**src/rtl/aes_v2_pkg.sv**
```systemverilog
// Shared definitions for the lightweight AES functional unit:
// GF(2^8) reduction constant, InvMixColumns coefficients, fsm encoding
// and small GF helpers built on xtime.
package aes_v2_pkg;

    // Low byte of the AES field polynomial x^8+x^4+x^3+x+1
    localparam logic [7:0] AES_POLY = 8'h1b;

    // InvMixColumns row coefficients
    localparam logic [7:0] COEF_0E = 8'h0e;
    localparam logic [7:0] COEF_0B = 8'h0b;
    localparam logic [7:0] COEF_0D = 8'h0d;
    localparam logic [7:0] COEF_09 = 8'h09;

    // Byte-position counter for the one-byte-per-cycle datapath
    typedef enum logic [1:0] {
        S0 = 2'd0,
        S1 = 2'd1,
        S2 = 2'd2,
        S3 = 2'd3
    } fsm_t;

    // Multiply by x in GF(2^8)
    function automatic logic [7:0] xtime(input logic [7:0] x);
        return {x[6:0], 1'b0} ^ (x[7] ? AES_POLY : 8'h00);
    endfunction

    // Multiply by a constant below 0x10 using the x2/x4/x8 chain
    function automatic logic [7:0] gf_mul_c4(input logic [7:0] x, input logic [3:0] c);
        logic [7:0] x2;
        logic [7:0] x4;
        logic [7:0] x8;
        x2 = xtime(x);
        x4 = xtime(x2);
        x8 = xtime(x4);
        return (c[0] ? x  : 8'h00) ^
               (c[1] ? x2 : 8'h00) ^
               (c[2] ? x4 : 8'h00) ^
               (c[3] ? x8 : 8'h00);
    endfunction

endpackage

```
**src/rtl/aes_v2_invmix_byte.sv**
```systemverilog
// Combinational InvMixColumns row: y = 0e*x0 ^ 0b*x1 ^ 0d*x2 ^ 09*x3.
module aes_v2_invmix_byte
    import aes_v2_pkg::*;
(
    input  logic [7:0] x0,
    input  logic [7:0] x1,
    input  logic [7:0] x2,
    input  logic [7:0] x3,
    output logic [7:0] y
);

    // One output byte of the inverse column mix
    always_comb begin
        y = gf_mul_c4(x0, COEF_0E[3:0]) ^
            gf_mul_c4(x1, COEF_0B[3:0]) ^
            gf_mul_c4(x2, COEF_0D[3:0]) ^
            gf_mul_c4(x3, COEF_09[3:0]);
    end

endmodule

```
**src/rtl/aes_v2_invmix_size.sv**
```systemverilog
// Size-optimised InvMixColumns: one output byte per cycle through a single
// shared GF MAC; bytes 0..2 are held in registers and byte 3 is combined
// combinationally in the completing cycle.
module aes_v2_invmix_size
    import aes_v2_pkg::*;
(
    input  logic        g_clk,
    input  logic        g_reset,
    input  logic        valid,
    input  logic [31:0] rs1,
    output logic        ready,
    output logic [31:0] rd
);

    fsm_t        fsm;
    logic [7:0]  b0_q;
    logic [7:0]  b1_q;
    logic [7:0]  b2_q;
    logic [31:0] rot;
    logic [7:0]  b_cur;

    // Rotate the column right so the byte being produced sits in the low lane
    always_comb begin
        rot = rs1;
        case (fsm)
            S0:      rot = rs1;
            S1:      rot = {rs1[7:0],  rs1[31:8]};
            S2:      rot = {rs1[15:0], rs1[31:16]};
            S3:      rot = {rs1[23:0], rs1[31:24]};
            default: rot = rs1;
        endcase
    end

    aes_v2_invmix_byte u_mac (
        .x0 (rot[7:0]),
        .x1 (rot[15:8]),
        .x2 (rot[23:16]),
        .x3 (rot[31:24]),
        .y  (b_cur)
    );

    // Completion and gated result
    always_comb begin
        ready = valid && (fsm == S3);
        rd    = ready ? {b_cur, b2_q, b1_q, b0_q} : '0;
    end

    // Byte counter and partial-result capture; dropping valid aborts to S0
    always_ff @(posedge g_clk or posedge g_reset) begin
        if (g_reset) begin
            fsm  <= S0;
            b0_q <= '0;
            b1_q <= '0;
            b2_q <= '0;
        end else if (!valid) begin
            fsm <= S0;
        end else begin
            case (fsm)
                S0: begin
                    b0_q <= b_cur;
                    fsm  <= S1;
                end
                S1: begin
                    b1_q <= b_cur;
                    fsm  <= S2;
                end
                S2: begin
                    b2_q <= b_cur;
                    fsm  <= S3;
                end
                S3: begin
                    fsm <= S0;
                end
                default: fsm <= S0;
            endcase
        end
    end

endmodule

```
**config.mk**
```make
export PLATFORM = sky130hd
export DESIGN_NAME = aes_v2_invmix_size
export DESIGN_NICKNAME = d
export VERILOG_FILES = /design/src/rtl/aes_v2_pkg.sv /design/src/rtl/aes_v2_invmix_byte.sv /design/src/rtl/aes_v2_invmix_size.sv
export SDC_FILE = /design/constraint.sdc
export NUM_CORES = 1
export LEC_CHECK = 0
export ABC_CLOCK_PERIOD_IN_PS = 4100
export CORE_ASPECT_RATIO = 1.2
export CORE_MARGIN = 5
export CORE_UTILIZATION = 45
export DETAILED_ROUTE_END_ITERATION = 10
export DONT_BUFFER_PORTS = 1
export PLACE_DENSITY_LB_ADDON = 0.1
export SLEW_MARGIN = 20
export SYNTH_ARGS = -nofsm -noshare
export SYNTH_HDL_FRONTEND = slang
export SYNTH_SLANG_ARGS = --single-unit
export TNS_END_PERCENT = 20
```
**constraint.sdc**
```tcl
create_clock -name g_clk -period 4.1 [get_ports g_clk]
set_clock_uncertainty 0.15 [all_clocks]
set_input_delay 0.82 -clock g_clk [delete_from_list [all_inputs] [get_ports g_clk]]
set_output_delay 0.82 -clock g_clk [all_outputs]
set_load 0.05 [all_outputs]
```
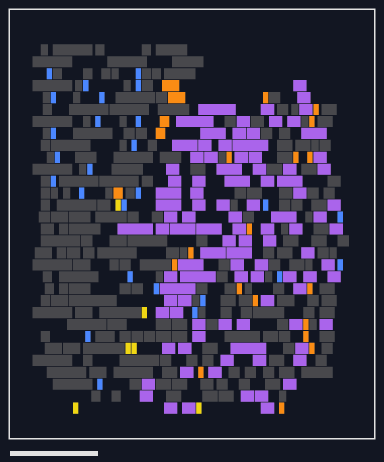
(run_1/logic_types.png)
Bar = 20 um.
| family | color | cells |
|---|---|---|
| XOR/XNOR gates | purple | 100 |
| NAND gates | blue | 26 |
| inverters | yellow | 6 |
| NOR gates | orange | 22 |
combinational share of cell area: 60.7%
Top cell excl fill/tap: buf_4
Final Non-Filler Cells: 451

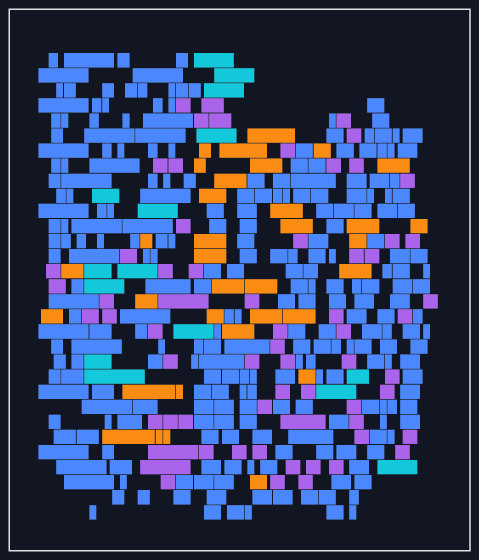
(run_1/sizes.png)
| size | color | cells | share | most used |
|---|---|---|---|---|
| _2 cells | orange | 34 | 9.2% | xnor2_2 |
| _0 and _1 cells | blue | 256 | 69% | xnor2_1 |
| _6 and larger | cyan | 15 | 4.1% | buf_12 |
| _3 and _4 cells | purple | 64 | 17% | buf_4 |
nonclk buf count: 66
area added between synthesis and finish: 30.9%
Finished Cell Area: 3750 sq um
Worst Setup Slack, final: -0.0837 ns

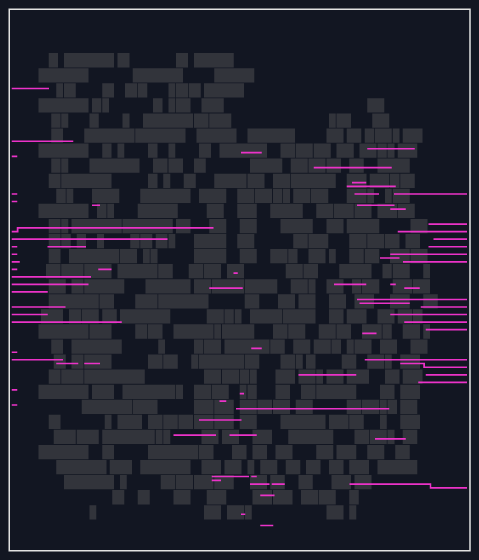
(run_1/layer_met3.png)
wire length on this layer: 541 um
nets with wire on the layer: 58
WL final: 8510 um
met3 global-route usage: 4.66%

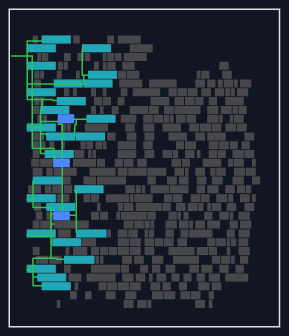
(run_1/clk_routes.png)
[clock wires] green | length: 282 um
[flip-flops] cyan | count: 26
[clock drivers] blue | count: 3
routed clock nets: 4
Clk pwr share: 4.7%
clock group power: 208 uW
Latency at later pin: 0.26 ns

==> impl_metrics.ini, run 1 <==
; yosys + openroad results
[status]
status = complete, but fails checks
failed_checks = negative setup slack

[clock_network]
clockBufferDepth = 2
cts_root_buffer = clkbuf_8
clkTransAtPathRegs_ns = 0.09

[placed_design]
placedInstanceArea_sq_um = 3400

[critical_path]
reg2reg_from = fsm[1]

[pwr]
p_leak_nw = 1.63
ir_drop_mv = 0.704

[global_routing]
globalRoute.totalOverflow = 0
grt_util_all_layers_pct = 20.1
grt_pass1_wl_um = 13400

[finish]
comb_area_sq_um = 2280
fin_util_pct = 61.3
drive_gt1_share_pct = 30.6

[min_path]
worstHoldEndpoint = b2_q[2]

[logic_synthesis]
synth_area_per_cell_sq_um = 8.75
syn_area_sq_um = 2870
yosys.stat.seqShare_pct = 22.7

[drt]
route.detailed.drc = 0
drtIter0Drc = 281
antenna_left = 0

[timing]
setup_slack_ns = -0.0837
slew_headroom_pct = 35.8
finalSetupViolCount = 3

[die]
die_area_sq_um = 8080
[run 1: per-layer routing]
metal  GRT usage (%)  share of wire, %  routed length, um  vias up
met5               0                 0                  0        -
met4            6.79               2.6                217        0
met3            4.66               6.4                541       22
met2            36.1                51               4380      104
met1            23.1                40               3370     1240
li1                -                 -                  -     1250
[run 1: placed cells by master (no fill, tap or decap), types with 3 or more instances in the layout]
cell type	synthesis	routed
xor2_1	31	26
clkbuf_8	0	3
o21ai_1	21	20
buf_4	0	55
a222oi_1	32	32
inv_2	1	3
nor2_1	22	17
mux2_2	3	3
mux2i_1	4	3
xnor3_1	7	5
xor2_2	0	5
a21oi_2	0	5
dfrtp_1	26	24
inv_1	5	3
mux2_1	6	6
nor2_2	0	3
nand2_1	26	26
a21oi_1	16	11
xnor2_1	62	53
and3_1	24	24
buf_12	0	10
and2_4	0	3
xnor2_2	0	9
ha_4	0	3
[run 1: worst max-delay path, stage by stage, from the launching register on]
cell      delay (ns)
dfrtp_2         0.44
inv_2           0.07
ha_4            0.20
buf_12          0.15
a222oi_1        0.43
buf_4           0.19
xor2_1          0.13
a21oi_1         0.08
buf_4           0.15
xnor3_1         0.36
xnor3_1         0.24
xnor3_1         0.26
and2_4          0.25
[run 1: cells by family (layout without fill, tap and decap cells)]
kind of cell             after synthesis  in the layout  share of synthesized area, %
XOR/XNOR                             100            100                          33.9
buffers and inverters                 35             76                          4.84
adder cells (fa/ha/maj)                5              5                          2.18
AND/OR/NAND/NOR                       76             76                          12.4
AND-OR/OR-AND                         72             72                          18.3
flip-flops                            26             26                          22.7
multiplexers                          14             14                          5.71
[run 1: what timing repair did]
action / CTS / global route
setup buffers: 6 / 5
gates resized: 8 / 32
pin swaps: 12 / 25
setup endpoints to repair: 8 / 8
[run 1: cell usage after synthesis (4+ instances only)]
library cell   n  area share [%]
inv_1          5            0.65
xor2_1        31             9.5
ha_1           5             2.2
xnor3_1        7             5.5
a21oi_1       16             2.8
o21ai_1       21             3.7
a222oi_1      32              11
nand2_1       26             3.4
and2_1         4            0.87
nor2_1        22             2.9
mux2_1         6             2.4
mux2i_1        4             1.4
and3_1        24             5.2
xnor2_1       62              19
clkbuf_1      25             3.3
dfrtp_1       26              23
[run 1: metrics by stage]
step,hold WS (ns),std cells
final,0.333,451
after global placement,0.311,436
after global routing,0.360,451
after CTS,0.339,446
after detailed placement,0.318,436
after floorplan,0.297,328
[run 1: worst max path at each step]
| stage | from | endpoint |
|---|---|---|
| floorplan | fsm[0] | rd[27] |
| global placement | rs1[4] | rd[28] |
| finish | fsm[1] | rd[28] |
| CTS | fsm[0] | rd[30] |
| global route | fsm[1] | rd[28] |
| detailed placement | rs1[4] | rd[28] |
[run 1: area by class of cell]
type,count,area share [%]
multi-input cells,267,60.7
flip-flops and latches,26,17.4
repair buffers,66,16.6
well taps,82,2.73
clock buffers,3,1.10
clock inverters,1,0.800
inverters,6,0.600
[run 1: report_power, final]
part	switching [mW]	internal, mW	total [mW]
logic	1.76	1.97	3.73
registers	0.0641	0.390	0.454
clock network	0.0775	0.131	0.208
## Run 2: what changed since run 1
--- a/config.mk
+++ b/config.mk
@@ -5,7 +5,7 @@
 export SDC_FILE = /design/constraint.sdc
 export NUM_CORES = 1
 export LEC_CHECK = 0
-export ABC_CLOCK_PERIOD_IN_PS = 4100
+export ABC_CLOCK_PERIOD_IN_PS = 4200
 export CORE_ASPECT_RATIO = 1.2
 export CORE_MARGIN = 5
 export CORE_UTILIZATION = 45
==> constraint.sdc (replaced) <==
create_clock -name g_clk -period 4.2 [get_ports g_clk]
set_clock_uncertainty 0.15 [all_clocks]
set_input_delay 0.84 -clock g_clk [delete_from_list [all_inputs] [get_ports g_clk]]
set_output_delay 0.84 -clock g_clk [all_outputs]
set_load 0.05 [all_outputs]
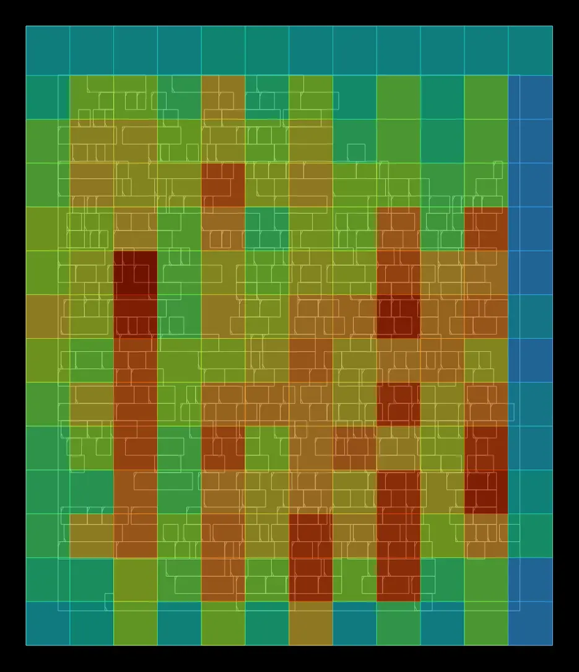
(run_2/congestion.png)
met3 global-route usage: 3.99%
grt met2 use: 37.6%

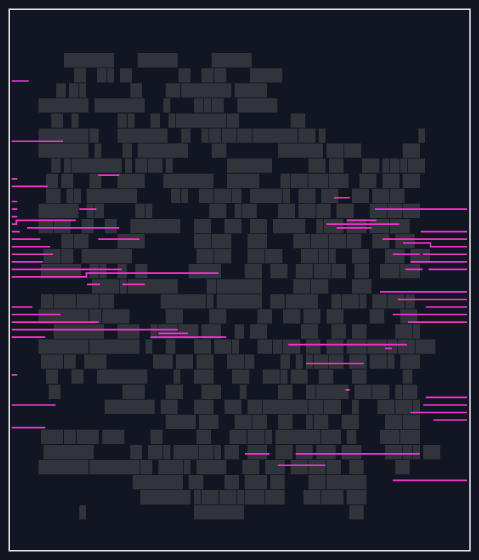
(run_2/layer_met3.png)
nets with wire on the layer: 54
longest straight run: 29.7 um
main direction: horizontal
share of all routed wire: 6.2%
wire length on this layer: 524 um
WL final: 8510 um
vias: 2596

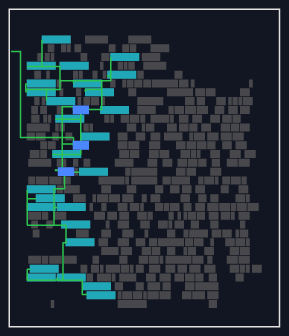
(run_2/clk_routes.png)
[clock drivers] blue | count: 3
[flip-flops] cyan | count: 26
[clock wires] green | length: 298 um
routed clock nets: 4
Clk pwr share: 4.0%
Latency at later pin: 0.27 ns
clock group power: 161 uW

==> run 2 against run 1 <==
  * The flow still finishes with violations (negative setup slack)
  * Synthesized cell count did not move
  * Register-to-register slack better by 0.23 ns
  * Global-route usage is 0.46 points higher
  * First-iteration DRC count fell by 5.0%
  * Non-clock buffer count down 11
  * Wire length hardly changed
  * Count of clock-buffer cells in the layout grew 1
==> impl_metrics.ini, run 2 <==
; yosys + openroad results
[finish]
final_layout_top_logic_cells = 55 x xnor2_1, 47 x buf_4, 32 x a222oi_1
nets = 399
drive_gt1_share_pct = 24.3
mostFrequentLayoutCell = xnor2_1
area_growth_pct = 22.6

[logic_synthesis]
synth_warnings = 0
yosys.stat.seqShare_pct = 22.7
synth_area_per_cell_sq_um = 8.75
synth.most_common_cell = xnor2_1
synth.top_cells.by_area = dfrtp_1 23%, xnor2_1 19%, a222oi_1 11%
yosysTopAreaCell = dfrtp_1
netlist.area_leader.share_pct = 22.7
common_cells = 62 x xnor2_1, 32 x a222oi_1, 31 x xor2_1
syn_area_sq_um = 2870
yosysChipArea_sq_um = 2870
fp_nets = 368
ys_cells = 328

[global_routing]
grt_pass1_wl_um = 13800
grt_util_all_layers_pct = 20.5
globalRoute.totalOverflow = 0
grt_pass1_vias = 2562

[clock_network]
cts_root_buffer = clkbuf_8
clkTransAtPathRegs_ns = 0.09
clockBufferDepth = 2
numCtsBuffers = 3

[timing]
worstMarginPinSlew_ns = 0.913
finalSetupViolCount = 1
slew_viol_final = 0
slew_headroom_pct = 38.7
fin_hold_ws_ns = 0.336
setup_slack_ns = -0.0238
max_freq_mhz = 237
rsz0062_at_grt = true

[drt]
drtIter0Drc = 267
route.detailed.drc = 0
antenna_left = 0

[status]
failed_checks = negative setup slack
status = complete, but fails checks

[pwr]
ir_drop_mv = 0.736
p_leak_nw = 1.54

[die]
core_sq_um = 6130
die_area_sq_um = 8080

[placed_design]
finalWeightedCongestion = 0.824
hpwl_um = 6410
place_ws_ns = -0.0173

[flow_run]
warnings = 33

[min_path]
hold_path.class = reg2reg

[critical_path]
worst-setup-path-type = reg2out
-- run 2: cell counts after synthesis --
No cell type changed its count.
-- run 2: final cells by class --
| class | instances | area (sq um) | share of cell area, % |
|---|---|---|---|
| inverter | 6 | 22.5 | 0.640 |
| timing repair buffer | 55 | 495 | 14.1 |
| tap | 82 | 103 | 2.92 |
| clock buffer | 4 | 55.1 | 1.56 |
| multi-input combinational | 267 | 2190 | 62.3 |
| sequential | 26 | 651 | 18.5 |
-- run 2: stage by stage --
step	std cells	instance area, sq um	TNS [ns]	utilization (%)
3_5_place_dp	418	3220	-0.0173	52.5
3_3_place_gp	418	3220	-0.00992	52.5
2_1_floorplan	328	2880	-0.848	-
6_report	440	3520	-0.0238	57.4
4_1_cts	439	3470	-0.00658	56.6
5_1_grt	440	3520	-0.905	57.4
-- run 2: worst paths after layout --
check	end	slack, ns	cells after the start	from
setup / recovery	rd[29]	-0.02	12	fsm[1]
hold / removal	b2_q[5]	0.34	2	b2_q[5]
setup reg to reg	b1_q[4]	0.83	12	fsm[1]
hold reg to reg	b2_q[5]	0.34	2	b2_q[5]
max in group asynchronous	b2_q[1]	3.09	1	g_reset
min in group asynchronous	b0_q[0]	0.39	1	g_reset
-- run 2: power breakdown --
group / internal (mW) / switching [mW] / total, mW / leakage (nW)
logic: 1.72 / 1.65 / 3.37 / 1.19
registers: 0.379 / 0.0576 / 0.437 / 0.320
clock network: 0.0838 / 0.0767 / 0.161 / 0.0288
-- run 2: cell families after synthesis --
group,synth area share (%)
AND/OR/NAND/NOR,12.4
flip-flops,22.7
XOR/XNOR,33.9
adder cells (fa/ha/maj),2.18
multiplexers,5.71
buffers and inverters,4.84
AND-OR/OR-AND,18.3
-- run 2: critical path: stages (launching register included) --
cell and delay (ns):
dfrtp_1 0.38, inv_1 0.09, ha_2 0.23, buf_6 0.17, a222oi_1 0.44, buf_4 0.19, xnor2_1 0.06, o21ai_0 0.23
xnor2_1 0.20, xnor3_1 0.48, xnor2_2 0.18, nor2_2 0.17, buf_12 0.15
-- run 2: metal layers --
metal,vias to the layer above,track usage (%),wire (um)
met5,-,0,0
met4,0,3.40,80
met3,7,3.99,523
met2,84,37.6,4420
met1,1272,25.1,3490
li1,1233,-,-
-- run 2: what timing repair did --
item,4_1_cts,5_1_grt
hold endpoints to repair,0,0
hold buffers,0,0
resized,14,9
buffers inserted,17,1
setup endpoints to repair,8,8
pin swaps,21,10
Power and IR drop assume default switching activity.
